===== src/rtl/mem_arbiter.sv =====
// Two-port arbiter sharing one unified memory between instruction fetch (i) and load/store (d).
// Round-robin on ties, one access in flight, one ready pulse per completed access.
module mem_arbiter #(
    parameter int ADDR_W       = 32,
    parameter int DATA_W       = 32,
    parameter int READ_LATENCY = 1
) (
    input  logic              clk,
    input  logic              reset,
    input  logic              i_req,
    input  logic [ADDR_W-1:0] i_addr,
    output logic [DATA_W-1:0] i_rdata,
    output logic              i_ready,
    input  logic              d_req,
    input  logic              d_we,
    input  logic [ADDR_W-1:0] d_addr,
    input  logic [DATA_W-1:0] d_wdata,
    output logic [DATA_W-1:0] d_rdata,
    output logic              d_ready,
    output logic [ADDR_W-1:0] mem_address,
    output logic [DATA_W-1:0] mem_writeData,
    output logic              mem_memRead,
    output logic              mem_memWrite,
    input  logic [DATA_W-1:0] mem_memData,
    output logic              busy,
    output logic              grant_id
);
    typedef enum logic [1:0] {IDLE, ACCESS, RESP} state_t;

    localparam int              CNT_W    = 3;
    localparam logic [CNT_W-1:0] LAT_LAST = CNT_W'(READ_LATENCY);

    state_t           state;
    logic             lastGnt;
    logic             weReg;
    logic [CNT_W-1:0] latCnt;
    logic             winner;

    // On a tie the port that did not win last time goes first.
    always_comb begin
        winner = 1'b0;
        if (i_req && d_req) begin
            winner = ~lastGnt;
        end else if (d_req) begin
            winner = 1'b1;
        end
    end

    always_ff @(posedge clk) begin
        if (reset) begin
            state         <= IDLE;
            lastGnt       <= 1'b1;
            weReg         <= 1'b0;
            latCnt        <= '0;
            grant_id      <= 1'b0;
            busy          <= 1'b0;
            mem_address   <= '0;
            mem_writeData <= '0;
            mem_memRead   <= 1'b0;
            mem_memWrite  <= 1'b0;
            i_rdata       <= '0;
            d_rdata       <= '0;
            i_ready       <= 1'b0;
            d_ready       <= 1'b0;
        end else begin
            case (state)
                IDLE: begin
                    if (i_req || d_req) begin
                        grant_id     <= winner;
                        lastGnt      <= winner;
                        weReg        <= winner & d_we;
                        mem_address  <= winner ? d_addr : i_addr;
                        if (winner) begin
                            mem_writeData <= d_wdata;
                        end
                        mem_memWrite <= winner & d_we;
                        mem_memRead  <= ~(winner & d_we);
                        latCnt       <= '0;
                        busy         <= 1'b1;
                        state        <= ACCESS;
                    end
                end
                ACCESS: begin
                    if (weReg) begin
                        mem_memWrite <= 1'b0;
                        d_ready      <= 1'b1;
                        state        <= RESP;
                    end else if (latCnt == LAT_LAST) begin
                        // memData is valid in the last read cycle; capture into the winner's register.
                        mem_memRead <= 1'b0;
                        if (grant_id) begin
                            d_rdata <= mem_memData;
                            d_ready <= 1'b1;
                        end else begin
                            i_rdata <= mem_memData;
                            i_ready <= 1'b1;
                        end
                        state <= RESP;
                    end else begin
                        latCnt <= latCnt + 1'b1;
                    end
                end
                RESP: begin
                    i_ready <= 1'b0;
                    d_ready <= 1'b0;
                    busy    <= 1'b0;
                    state   <= IDLE;
                end
                default: begin
                    state <= IDLE;
                end
            endcase
        end
    end
endmodule


===== config.mk =====
export PLATFORM = sky130hd
export DESIGN_NAME = mem_arbiter
export DESIGN_NICKNAME = d
export VERILOG_FILES = /design/src/rtl/mem_arbiter.sv
export SDC_FILE = /design/constraint.sdc
export NUM_CORES = 1
export LEC_CHECK = 0
export CORE_ASPECT_RATIO = 1.2
export CORE_MARGIN = 1.5
export CORE_UTILIZATION = 37
export DETAILED_ROUTE_END_ITERATION = 10
export PLACE_DENSITY = 0.77
export SYNTH_ARGS = -nofsm -noshare
export SYNTH_HDL_FRONTEND = slang
export SYNTH_SLANG_ARGS = --single-unit

===== constraint.sdc =====
create_clock -name clk -period 1.7 [get_ports clk]
set_input_delay 0.17 -clock clk [delete_from_list [all_inputs] [get_ports clk]]
set_output_delay 0.17 -clock clk [all_outputs]
set_load 0.005 [all_outputs]

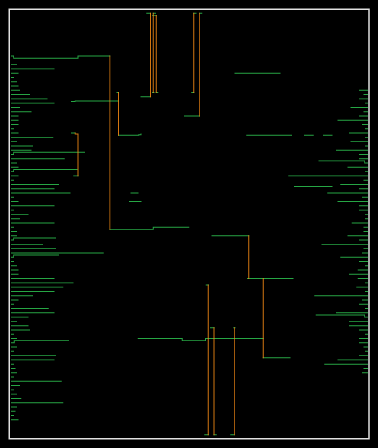
*Wiring by layer*
Only two layers are drawn.
metal 3: in green, wire length 1100 µm. metal 4: in orange, wire length 372 µm.

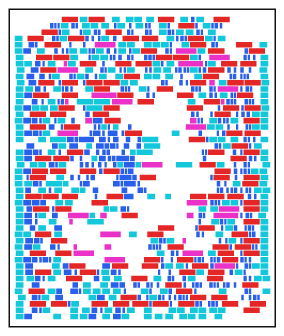
*Cell classes on the final placement*
combinational and other logic: in blue, cells 457, share of their area 27%. sequential cells: in red, cells 141, share of their area 32%. remaining buffers and delay cells: in cyan, cells 288, share of their area 34%. clock drivers and dummy loads: in magenta, cells 32, share of their area 6.8%.

==> impl_metrics.tcl <==
# flow metrics
set metrics [dict create \
    status "finished clean" \
    yosysUniqueCellTypes 34 \
    cp-startpoint "state[1]" \
    path_depth 7 \
    route.detailed.drc 0 \
    route.met3.wl_um 1099 \
    report.final.hold_viol_count 0 \
    wl_met1_um 6350 \
    fin_area_mm2 0.008954 \
    r2r_setup_slack_ps 70 \
    min_to "mem_writeData[13]" \
    hold_class "input port to flop" \
    first_global_vias 5154 \
    clk_share 0.06666 \
    synthAdderAreaFrac 0.01147 \
    async_reset_ff_frac 0 \
    drt_iter0_markers 302 \
    setup_ws_ps 71.84 \
    top_area_cell "dfxtp_1" \
    worstMarginPinSlew_ps 520.7 \
    met2_usage 0.3394 \
    path_max_fanout 8 \
    synth-edff-count 0 \
    final_common_cell "clkdlybuf4s50_1" \
    dr_wl_met2_um 7444 \
    p_clk_frac 0.404 \
    largestClassByArea "non-clock buffers" \
    min_from "d_wdata[13]" \
    logic_area_mm2 0.002338 \
    cellInternalPower_w 0.006893 \
    aoi_share 0.1610 \
    grt_pass1_wl_um 24350 \
    pg_comb_w 0.00180 \
    end_kind "flop" \
    grt_antenna_before_repair 0 \
    grt_max_degree 44 \
    crit_chain "inv_1, ha_2, or3b_4, buf_4, nand3_1, a32oi_1, a21oi_1" \
    warnings 30 \
    synthMuxAreaShare 0.06055 \
    multi_input_comb_cells 451 \
    cts_resized 0 \
    postCtsSetupRepairBufs 0 \
    n_all_inverters 6 \
]
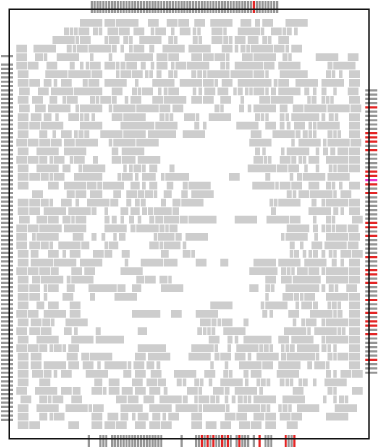
*Pin map*
Pins as bars across the die edge, other pins in grey.
`mem_memData`: in red, pins 32, direction input, edge 22 right, 9 bottom, 1 top. `grant_id`: in magenta, pins 1, direction output, edge right.
All pins by edge: 85 left, 67 right, 65 top, 50 bottom.

